`src/rtl/flac_lpc_pkg.sv`:
```
// rtl/flac_lpc_pkg.sv - shared types and constants for the LPC recursion blocks
package flac_lpc_pkg;

    typedef enum logic [2:0] {
        ST_IDLE,
        ST_CLR,
        ST_FEED,
        ST_WAIT,
        ST_DONE
    } seq_state_t;

    localparam int          LPC_MAX_ORDER = 12;
    localparam int          LPC_TIMEOUT   = 63;
    localparam logic [31:0] FP_ZERO       = 32'h0000_0000;
    localparam logic [31:0] FP_ONE        = 32'h3F80_0000;

    // Two coefficient pairs per beat, so an order-m dot product takes ceil(m/2) beats.
    function automatic logic [2:0] beats_for(input logic [3:0] m);
        logic [4:0] t;
        t = {1'b0, m} + 5'd1;
        return t[3:1];
    endfunction

endpackage

```
`src/rtl/alpha_sequencer_if.sv`:
```
// rtl/alpha_sequencer_if.sv - coefficient RAM and alpha accumulator bus
interface alpha_sequencer_if;

    logic [3:0]  oACFAddr1;
    logic [3:0]  oACFAddr2;
    logic [3:0]  oModelAddr1;
    logic [3:0]  oModelAddr2;
    logic [31:0] iACFData1;
    logic [31:0] iACFData2;
    logic [31:0] iModelData1;
    logic [31:0] iModelData2;
    logic        oCalcReset;
    logic        oCalcEnable;
    logic        oCalcValid;
    logic [3:0]  oCalcM;
    logic [31:0] oACF1;
    logic [31:0] oACF2;
    logic [31:0] oModel1;
    logic [31:0] oModel2;
    logic [31:0] iCalcAlpha;
    logic        iCalcDone;

    modport master (
        output oACFAddr1, oACFAddr2, oModelAddr1, oModelAddr2,
        input  iACFData1, iACFData2, iModelData1, iModelData2,
        output oCalcReset, oCalcEnable, oCalcValid, oCalcM,
        output oACF1, oACF2, oModel1, oModel2,
        input  iCalcAlpha, iCalcDone
    );

    modport slave (
        input  oACFAddr1, oACFAddr2, oModelAddr1, oModelAddr2,
        output iACFData1, iACFData2, iModelData1, iModelData2,
        input  oCalcReset, oCalcEnable, oCalcValid, oCalcM,
        input  oACF1, oACF2, oModel1, oModel2,
        output iCalcAlpha, iCalcDone
    );

endinterface

```
`src/rtl/alpha_sequencer.sv`:
```
// rtl/alpha_sequencer.sv - sequences one alpha_m dot product through the two-lane accumulator
module alpha_sequencer
    import flac_lpc_pkg::*;
#(
    parameter int MAX_ORDER = LPC_MAX_ORDER,
    parameter int TIMEOUT   = LPC_TIMEOUT
) (
    input  logic              iClock,
    input  logic              iReset,
    input  logic              iStart,
    input  logic [3:0]        iM,
    output logic              oBusy,
    output logic [31:0]       oAlpha,
    output logic              oAlphaValid,
    output logic              oError,
    alpha_sequencer_if.master calc
);

    localparam int              WD_W    = $clog2(TIMEOUT + 1);
    localparam logic [3:0]      MAX_M   = 4'(MAX_ORDER);
    localparam logic [WD_W-1:0] WD_LAST = WD_W'(TIMEOUT - 1);

    seq_state_t      state_q, state_d;
    logic [3:0]      m_q;
    logic [2:0]      n_q;
    logic [2:0]      beat_q;
    logic [WD_W-1:0] wd_q;
    logic            error_q;
    logic [31:0]     alpha_q;

    logic            m_legal;
    logic            raise_error;
    logic            take_alpha;
    logic            addr_phase;
    logic            feed_last;
    logic [3:0]      j;

    assign m_legal    = (iM != 4'd0) && (iM <= MAX_M);
    assign j          = {beat_q, 1'b0};
    assign addr_phase = ((state_q == ST_CLR) || (state_q == ST_FEED)) && (beat_q < n_q);
    // beat_q runs one ahead of the returning data, so it equals N on the final data beat.
    assign feed_last  = (beat_q == n_q);

    always_ff @(posedge iClock) begin
        if (iReset) begin
            state_q <= ST_IDLE;
            m_q     <= '0;
            n_q     <= '0;
            beat_q  <= '0;
            wd_q    <= '0;
            error_q <= 1'b0;
            alpha_q <= '0;
        end else begin
            state_q <= state_d;
            error_q <= raise_error;
            if ((state_q == ST_IDLE) && iStart && m_legal) begin
                m_q    <= iM;
                n_q    <= beats_for(iM);
                beat_q <= '0;
            end
            if (((state_q == ST_CLR) || (state_q == ST_FEED)) && (beat_q != '1)) begin
                beat_q <= beat_q + 3'd1;
            end
            if (state_q != ST_WAIT) begin
                wd_q <= '0;
            end else if (wd_q != '1) begin
                wd_q <= wd_q + WD_W'(1);
            end
            if (take_alpha) begin
                alpha_q <= calc.iCalcAlpha;
            end
        end
    end

    always_comb begin
        state_d     = state_q;
        raise_error = 1'b0;
        take_alpha  = 1'b0;
        case (state_q)
            ST_IDLE: begin
                if (iStart) begin
                    if (m_legal) state_d = ST_CLR;
                    else         raise_error = 1'b1;
                end
            end
            ST_CLR:  state_d = ST_FEED;
            ST_FEED: if (feed_last) state_d = ST_WAIT;
            ST_WAIT: begin
                // A done arriving on the last watchdog cycle still counts.
                if (calc.iCalcDone) begin
                    take_alpha = 1'b1;
                    state_d    = ST_DONE;
                end else if (wd_q == WD_LAST) begin
                    raise_error = 1'b1;
                    state_d     = ST_IDLE;
                end
            end
            ST_DONE: state_d = ST_IDLE;
            default: state_d = ST_IDLE;
        endcase
    end

    assign oBusy       = (state_q != ST_IDLE);
    assign oAlpha      = alpha_q;
    assign oAlphaValid = (state_q == ST_DONE);
    assign oError      = error_q;

    assign calc.oCalcReset  = iReset || (state_q == ST_CLR);
    assign calc.oCalcEnable = oBusy;
    assign calc.oCalcValid  = (state_q == ST_FEED);
    assign calc.oCalcM      = oBusy ? m_q : 4'd0;

    assign calc.oModelAddr1 = addr_phase ? j : 4'd0;
    assign calc.oModelAddr2 = addr_phase ? j + 4'd1 : 4'd0;
    assign calc.oACFAddr2   = addr_phase ? m_q - j : 4'd0;
    assign calc.oACFAddr1   = addr_phase ? m_q - j - 4'd1 : 4'd0;

    assign calc.oModel1 = calc.oCalcValid ? calc.iModelData1 : FP_ZERO;
    assign calc.oACF1   = calc.oCalcValid ? calc.iACFData1 : FP_ZERO;
    assign calc.oACF2   = calc.oCalcValid ? calc.iACFData2 : FP_ZERO;
    // Odd m leaves a dangling second lane on the final beat.
    assign calc.oModel2 = (calc.oCalcValid && !(feed_last && m_q[0])) ? calc.iModelData2 : FP_ZERO;

endmodule

```
`src/flat_wrapper.sv`:
```
// flat-port wrapper written by rule: the top's interface ports become plain ports
module alpha_sequencer_flat import flac_lpc_pkg::*;
#(
    parameter int MAX_ORDER = LPC_MAX_ORDER,
    parameter int TIMEOUT   = LPC_TIMEOUT
)
  (iClock, iReset, iStart, iM, oBusy, oAlpha, oAlphaValid, oError, calc_oACFAddr1, calc_oACFAddr2, calc_oModelAddr1, calc_oModelAddr2, calc_iACFData1, calc_iACFData2, calc_iModelData1, calc_iModelData2, calc_oCalcReset, calc_oCalcEnable, calc_oCalcValid, calc_oCalcM, calc_oACF1, calc_oACF2, calc_oModel1, calc_oModel2, calc_iCalcAlpha, calc_iCalcDone);
  alpha_sequencer_if calc_i ();
  input  logic iClock;
  input  logic iReset;
  input  logic iStart;
  input  logic [3:0] iM;
  output logic oBusy;
  output logic [31:0] oAlpha;
  output logic oAlphaValid;
  output logic oError;
  output wire logic [$bits(calc_i.oACFAddr1)-1:0] calc_oACFAddr1;
  output wire logic [$bits(calc_i.oACFAddr2)-1:0] calc_oACFAddr2;
  output wire logic [$bits(calc_i.oModelAddr1)-1:0] calc_oModelAddr1;
  output wire logic [$bits(calc_i.oModelAddr2)-1:0] calc_oModelAddr2;
  input wire logic [$bits(calc_i.iACFData1)-1:0] calc_iACFData1;
  input wire logic [$bits(calc_i.iACFData2)-1:0] calc_iACFData2;
  input wire logic [$bits(calc_i.iModelData1)-1:0] calc_iModelData1;
  input wire logic [$bits(calc_i.iModelData2)-1:0] calc_iModelData2;
  output wire logic [$bits(calc_i.oCalcReset)-1:0] calc_oCalcReset;
  output wire logic [$bits(calc_i.oCalcEnable)-1:0] calc_oCalcEnable;
  output wire logic [$bits(calc_i.oCalcValid)-1:0] calc_oCalcValid;
  output wire logic [$bits(calc_i.oCalcM)-1:0] calc_oCalcM;
  output wire logic [$bits(calc_i.oACF1)-1:0] calc_oACF1;
  output wire logic [$bits(calc_i.oACF2)-1:0] calc_oACF2;
  output wire logic [$bits(calc_i.oModel1)-1:0] calc_oModel1;
  output wire logic [$bits(calc_i.oModel2)-1:0] calc_oModel2;
  input wire logic [$bits(calc_i.iCalcAlpha)-1:0] calc_iCalcAlpha;
  input wire logic [$bits(calc_i.iCalcDone)-1:0] calc_iCalcDone;
  assign calc_oACFAddr1 = calc_i.oACFAddr1;
  assign calc_oACFAddr2 = calc_i.oACFAddr2;
  assign calc_oModelAddr1 = calc_i.oModelAddr1;
  assign calc_oModelAddr2 = calc_i.oModelAddr2;
  assign calc_i.iACFData1 = calc_iACFData1;
  assign calc_i.iACFData2 = calc_iACFData2;
  assign calc_i.iModelData1 = calc_iModelData1;
  assign calc_i.iModelData2 = calc_iModelData2;
  assign calc_oCalcReset = calc_i.oCalcReset;
  assign calc_oCalcEnable = calc_i.oCalcEnable;
  assign calc_oCalcValid = calc_i.oCalcValid;
  assign calc_oCalcM = calc_i.oCalcM;
  assign calc_oACF1 = calc_i.oACF1;
  assign calc_oACF2 = calc_i.oACF2;
  assign calc_oModel1 = calc_i.oModel1;
  assign calc_oModel2 = calc_i.oModel2;
  assign calc_i.iCalcAlpha = calc_iCalcAlpha;
  assign calc_i.iCalcDone = calc_iCalcDone;
  alpha_sequencer #(.MAX_ORDER(MAX_ORDER), .TIMEOUT(TIMEOUT)) u_core (.iClock(iClock), .iReset(iReset), .iStart(iStart), .iM(iM), .oBusy(oBusy), .oAlpha(oAlpha), .oAlphaValid(oAlphaValid), .oError(oError), .calc(calc_i));
endmodule
```
`config.mk`:
```
export PLATFORM = sky130hd
export DESIGN_NAME = alpha_sequencer_flat
export DESIGN_NICKNAME = d
export VERILOG_FILES = /design/src/rtl/flac_lpc_pkg.sv /design/src/rtl/alpha_sequencer_if.sv /design/src/rtl/alpha_sequencer.sv /design/src/flat_wrapper.sv
export SDC_FILE = /design/constraint.sdc
export NUM_CORES = 1
export LEC_CHECK = 0
export ABC_AREA = 1
export CAP_MARGIN = 10
export CORE_AREA = 3 3 135 137
export DETAILED_ROUTE_END_ITERATION = 10
export DIE_AREA = 0 0 138 140
export GPL_TIMING_DRIVEN = 0
export MAX_ROUTING_LAYER = met4
export PLACE_DENSITY_LB_ADDON = 0.12
export SLEW_MARGIN = 20
export SYNTH_ARGS = -nofsm -noshare
export SYNTH_HDL_FRONTEND = slang
export SYNTH_SLANG_ARGS = --single-unit
```
`constraint.sdc`:
```
create_clock -name iClock -period 1.9 [get_ports iClock]
set_input_delay 0.285 -clock iClock [delete_from_list [all_inputs] [get_ports iClock]]
set_output_delay 0.285 -clock iClock [all_outputs]
set_load 0.1 [all_outputs]
```
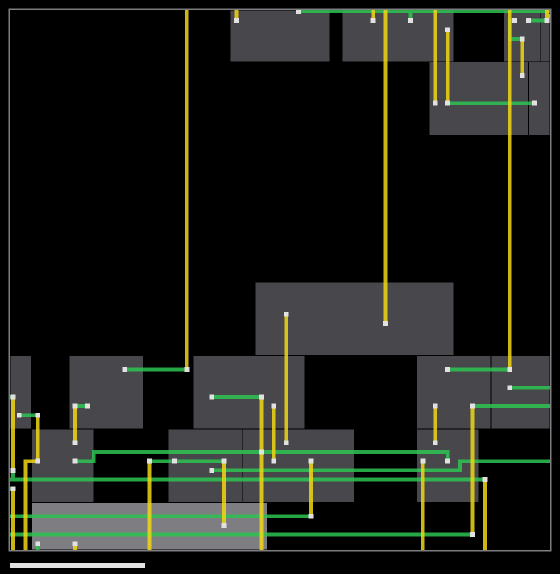
*Close-up of the layout, run 1*
The bar under the picture is 5 µm long. Window x 59 to 79, y 88 to 108 µm. Cells in grey, sequential cells in the stronger grey; small squares are vias.
Green is met1. Yellow is met2.
Netlist names of flops here include u_core.beat_q (1). 14 logic cells have their middle in the window. Sequential cells in the window: 1.

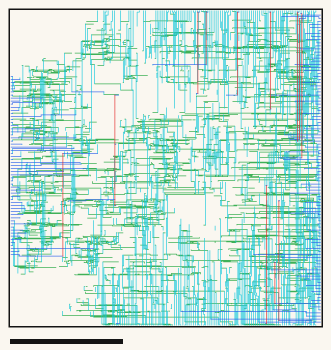
*Metal layers overlaid, run 1*
The bar under the picture is 50 µm long.
Red is met4, wire length 541 µm. Blue is met3, wire length 1350 µm. Cyan is met2, wire length 10400 µm. Green is met1, wire length 7760 µm.

==> deck_impl_summary.md, run 1 <==
Key Metrics from the Run

Power and ir drop
  • Top pwr grp: combinational cells
  • Final Power: 17020 µW
  • Seq group: 1350 µW
  • Internal Pwr Total: 7097 µW
  • Combinational share of power: 0.859
  • Clock Power Share: 0.061
  • Pleak: 0.004646 µW
  • Register share of total power: 0.080
  • Sw Share: 0.5831
  • Comb pwr: 14600 µW
  • Pwr per Cell Area: 1588 mW/mm²

Routing
  • Vias: 5066
  • Met2 wire length: 10380 µm
  • Detailed Route WL: 20030 µm
  • Drt first pass iters: 6
  • Antenna violation net count after detailed routing: 0
  • Wire length on met1: 7762 µm
  • # DRC: 0

Setup path
  • Largest fanout on the critical path: 3
  • Req. time, crit path: 1.62 ns
  • Setup CP Type: reg -> out
  • FF-to-FF setup slack: 0.40 ns
  • Crit. path cell count: 10
  • Reg2reg end: u_core.beat_q[0]
  • R2R cell count: 9
  • Worst setup startpoint: u_core.beat_q[0]
  • Worst flop-to-flop path startpoint: u_core.state_q[2]
  • CP Buf/Inv Count: 3
  • Critical Path AT: 1.95 ns
  • Worst path max stage delay: 0.53 ns
  • CP Cell Sequence: ha_4 -> inv_2 -> fa_2 -> inv_2 -> nand2_2 -> nor2_4 -> nand3_2 -> nand2_2 -> nor2_4 -> buf_12

Final timing
  • Worst-Margin Slew: 1.017 ns
  • Final hold viol count: 0
  • Min Clock Period, post-route: 2.237 ns
  • Setup TNS: -10.77 ns
  • Worst Skew: 0.007638 ns
  • Final WS setup: -0.3371 ns
  • Maximum clock rate: 0.4470 GHz
  • Unrepaired setup endpoints after global routing: yes
  • Max-Slew Margin vs Limit: 0.3246
  • Pins over their slew limit: 0
  • Hold Slack: 0.4520 ns
  • Final Setup Violations: 117

Finish
  • Max reg flops: 32
  • Flop Count: 52
  • Post-route cell area: 0.01072 mm²
  • Area delta synth->final: 200.7%
  • Final cell count without fillers: 1225
  • Most frequent cells in the layout: clkdlybuf4s50_1, inv_1, nor2_4
  • Bufs w/o clock: 423
  • Most numerous logic cell after layout: clkdlybuf4s50_1
  • FF+latch area: 0.001064 mm²
  • Clkbuf count: 6
  • NonClk Buf Share: 0.5338
  • Logic share of the area: 0.2670
  • Comb. cell area: 0.002863 mm²
  • # diodes: 0
  • Largest cell class by area: non-clock buffers
  • Layout cells sized above 1: 0.4200

Floorplan
  • Rows: 48
  • Die H: 140 µm
  • Die width: 138 µm
  • Num ports: 354
  • Number of tapcells: 225

Min path
  • Hold endpoint: u_core.oAlpha[31]
  • Hold Crit Start: calc_iCalcDone

Synthesis
  • Dominant flop cell: dfxtp_1
  • Xor/xnor share: 0.01229
  • Mean Syn Cell Area: 5.902 µm²
  • Most frequent cells after synthesis: inv_1, nor2_1, nand2_1
  • Dominant comb cell: simple AND/OR/NAND/NOR gates
  • Post-synth regs: 52
  • Seq/Total Area, Yosys: 0.2920
  • Area leader, netlist: dfxtp_1
  • Syn_nets: 784
  • EDFF count, synth: 0
  • Basic Gates by Area: 0.3236
  • Cell Area, Synth: 0.003565 mm²
  • Max-area cell share: 0.2920
  • Async SR Flop Fraction: 0
  • Adder-cell share of the synthesized area: 0.04423

Clocking
  • TritonCTS clock tree: done
  • Postcts setup bufs: 17
  • Clock Path Buffers: 2
  • # resized after CTS: 1415
  • H-tree level count: 2
  • Post-CTS Hold Buffers: 0

GRT
  • First-pass GRT wire length: 29900 µm
  • Initial antenna violation count: 0
  • Largest net degree at the start of global routing: 16

Outcome
  • Failing checks: setup timing
  • Outcome: finished, violations left

Placed design
  • PortBufs: 351
  • Routability congestion estimate: 0.8921
  • Hpwl dp: 15180 µm
  • Dpl ws: -1.107 ns
  • Placed cells: 1180
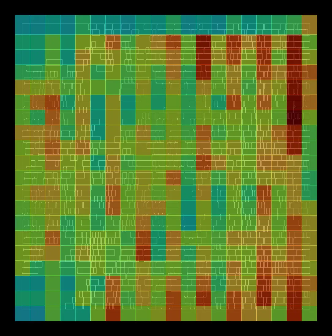
*Congestion heat map, run 1*
GR Util met1: 0.2203
post-DR wirelength/cell: 16.35 µm
Util after Layout: 0.6241
Total GRT Usage: 0.2001
met3 GRT Util: 0.05497

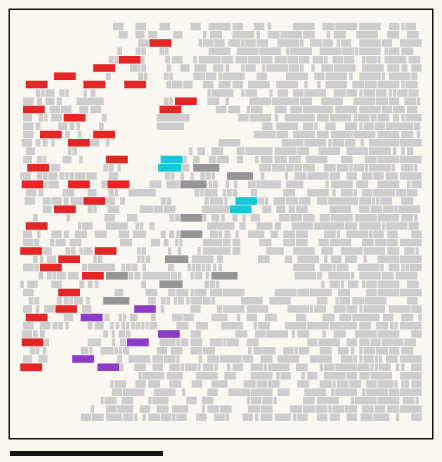
*Sequential cells coloured by netlist name, run 1*
The bar under the picture is 50 µm long.
Red is u_core.oAlpha, placed flops 32. Cyan is u_core.m_q, placed flops 4, where centre. Purple is u_core.wd_q, placed flops 6, where south-west.

### Gate-type map, run 1

The bar under the picture is 50 µm long.
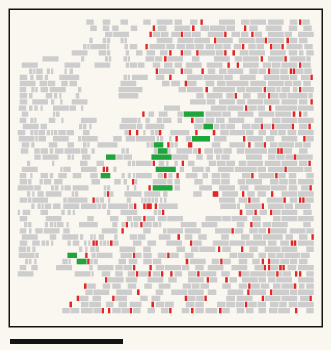

--- run 2 (diff from run 1) ---
CTS_BUF_LIST = sky130_fd_sc_hd__clkbuf_8 sky130_fd_sc_hd__clkbuf_16   (was default)
REMOVE_ABC_BUFFERS = 1   (was default)
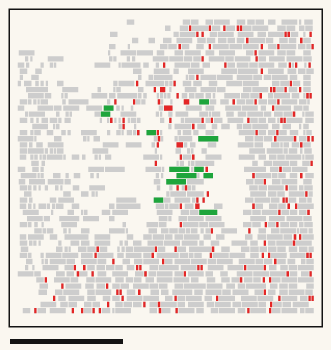
*Gate-type map, run 2*
The bar under the picture is 50 µm long.
Green is adder and majority cells, cells 12, where centre. Red is inverters, cells 164, where widely spread.

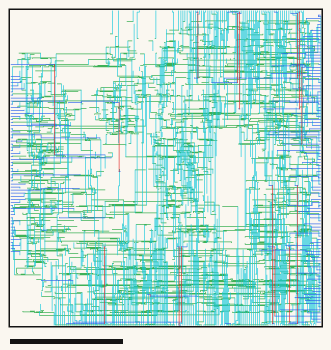
*Metal layers overlaid, run 2*
The bar under the picture is 50 µm long.
Green is met1, wire length 8720 µm. Cyan is met2, wire length 12000 µm. Blue is met3, wire length 1400 µm. Red is met4, wire length 568 µm.

==> run 2 against run 1 <==
The flow still finishes with violations (setup timing). Routed wire length increased by 13%. Design area up 1.2%. Sequential cell count unchanged. Sequential share of layout area shrank 0.15 points. Setup slack worse by 0.061 ns. Synthesized area stayed put. Largest cell class unchanged.
==> deck_impl_summary.md, run 2 <==
Key Metrics from the Run

Clocking
  • H-tree level count: 2 (unchanged)
  • Clock transition at the registers of the reported paths: 0.07 ns
  • # resized after CTS: 1505 (+6.4%)
  • Post-CTS Hold Buffers: 0 (unchanged)
  • Clock Path Buffers: 2 (unchanged)
  • Root Buffer: clkbuf_16
  • TritonCTS clock tree: done
  • Postcts setup bufs: 38 (+21)

Setup path
  • Req. time, crit path: 1.62 ns (about the same)
  • CP Buf/Inv Count: 4 (+1)
  • Largest fanout on the critical path: 2 (-1)
  • Setup CP Type: reg -> out
  • CP Cell Sequence: inv_2 -> ha_4 -> inv_2 -> fa_2 -> inv_2 -> nand2_2 -> nor2_4 -> nand3_2 -> nand2_2 -> nor2_2 -> buf_12
  • Worst path max stage delay: 0.56 ns (+0.03 ns)
  • R2R cell count: 4 (-5)
  • Reg2reg end: u_core.oAlpha[16]
  • Cell family with most CP delay: adder cells
  • Crit. path cell count: 11 (+1)
  • Worst flop-to-flop path startpoint: u_core.state_q[1]
  • Crit path capture: calc_oACFAddr1[3]
  • Cell mode on critical path: inv_2
  • FF-to-FF setup slack: 0.20 ns (-0.20 ns)
  • Crit end category: output port
  • Critical Path AT: 2.01 ns (+0.06 ns)
  • Worst setup startpoint: u_core.m_q[1]

Outcome
  • Outcome: finished, violations left
  • Failing checks: setup timing

Synthesis
  • Cell Area, Synth: 0.003565 mm² (unchanged)
  • Mux share: 0
  • Most numerous cell in the Yosys netlist: inv_1
  • Xor/xnor share: 0.01229 (unchanged)
  • Post-Syn Instances: 604
  • Max-area cell share: 0.2920 (unchanged)
  • Dominant flop cell: dfxtp_1
  • Adder-cell share of the synthesized area: 0.04423 (unchanged)
  • Seq/Total Area, Yosys: 0.2920 (unchanged)
  • Post-synth regs: 52 (unchanged)
  • Dominant comb cell: simple AND/OR/NAND/NOR gates
  • YS warnings: 0
  • Basic Gates by Area: 0.3236 (unchanged)
  • Area leader, netlist: dfxtp_1
  • Mean Syn Cell Area: 5.902 µm² (unchanged)
  • Async SR Flop Fraction: 0 (unchanged)
  • EDFF count, synth: 0 (unchanged)
  • Synthesis area per yosys: 0.003565 mm²
  • Most frequent cells after synthesis: inv_1, nor2_1, nand2_1

Floorplan
  • Rows: 48 (unchanged)
  • Die H: 140 µm (unchanged)
  • Die area: 0.01932 mm²
  • Core area: 0.01718 mm²
  • Num ports: 354 (unchanged)
  • Die width: 138 µm (unchanged)
  • Number of tapcells: 225 (unchanged)

Routing
  • Detailed Route WL: 22710 µm (+13%)
  • Initial drt markers: 166
  • Wire length on met1: 8720 µm (+12%)
  • Post-DR wirelength/cell: 18.30 µm (+12%)
  • Vias: 5199 (+2.6%)
  • Drt first pass iters: 4 (-2)
  • Antenna violation net count after detailed routing: 0 (unchanged)
  • # DRC: 0 (unchanged)
  • Met2 wire length: 12030 µm (+16%)

Placed design
  • PortBufs: 352 (+0.28%)
  • Routability congestion estimate: 0.8838 (-0.93%)
  • Area of placed instances: 0.007203 mm²
  • Placed cells: 1148 (-2.7%)
  • Dpl ws: -1.427 ns (-0.3205 ns)
  • Hpwl dp: 13860 µm (-8.7%)

Finish
  • Clkbuf count: 5 (-1)
  • Logic share of the area: 0.2613 (-0.005739)
  • Max reg flops: 32 (unchanged)
  • Area delta synth->final: 204.4%
  • Comb. cell area: 0.002835 mm² (-0.96%)
  • Sequential fraction of total cell area: 0.09767
  • Final cell count without fillers: 1241 (+1.3%)
  • Post-route cell area: 0.01085 mm² (+1.2%)
  • NonClk Buf Share: 0.5392 (+0.005361)
  • Layout cells sized above 1: 0.4144 (-0.005630)
  • # diodes: 0 (unchanged)
  • Signal inverters: 164
  • Most numerous logic cell after layout: clkdlybuf4s50_1
  • Flop Count: 52 (unchanged)
  • Bufs w/o clock: 434 (+2.6%)
  • FF+latch area: 0.001060 mm² (-0.35%)
  • Clock buf/inv share: 0.01707
  • Largest cell class by area: non-clock buffers
  • Most frequent cells in the layout: clkdlybuf4s50_1, inv_1, buf_12
  • Util after Layout: 0.6317 (+0.007576)
  • # fillers: 1353

Final timing
  • Unrepaired setup endpoints after global routing: yes
  • Setup TNS: -16.86 ns (-6.089 ns)
  • Worst Skew: 0.006617 ns (-0.001021 ns)
  • Min Clock Period, post-route: 2.298 ns (+0.06136 ns)
  • Maximum clock rate: 0.4351 GHz (-2.7%)
  • Max-Slew Margin vs Limit: 0.3296 (+0.004992)
  • Pins over their slew limit: 0 (unchanged)
  • Hold Slack: 0.4347 ns (-0.01735 ns)
  • Worst-Margin Slew: 1.010 ns (-0.007519 ns)
  • Final Setup Violations: 113 (-3.4%)
  • Final WS setup: -0.3984 ns (-0.06136 ns)
  • Final hold viol count: 0 (unchanged)

Power and ir drop
  • Top pwr grp: combinational cells
  • VDD IR-drop max: 1.076 mV
  • Final Power: 17890 µW (+5.1%)
  • Pleak: 0.004750 µW (+2.2%)
  • Combinational share of power: 0.858 (about the same)
  • Register share of total power: 0.077 (-0.003)
  • Internal Pwr Total: 7585 µW (+6.9%)
  • Seq group: 1380 µW (about the same)
  • Clock Power Share: 0.065 (+0.004)
  • Comb pwr: 15400 µW (+5%)
  • Pwr per Cell Area: 1649 mW/mm² (+3.8%)
  • Sw Share: 0.5760 (-0.007070)

GRT
  • Total GRT Usage: 0.2162 (+0.01617)
  • Global-route layer with the greatest usage: met2
  • Congestion Overflow GR: 0
  • GR Util met1: 0.2457 (+0.02541)
  • Met3 GRT Util: 0.04985 (-0.005121)
  • Largest net degree at the start of global routing: 35 (+19)
  • Initial antenna violation count: 1 (+1)
  • First-pass GRT wire length: 31830 µm (+6.4%)

Min path
  • Hold Crit Start: iReset
  • WHS Path Cells: 2
  • Hold endpoint: u_core.oAlpha[21]

Job
  • Max Cap Viol: 0
Power figures rest on the tool's default switching activity, not on a simulated workload.
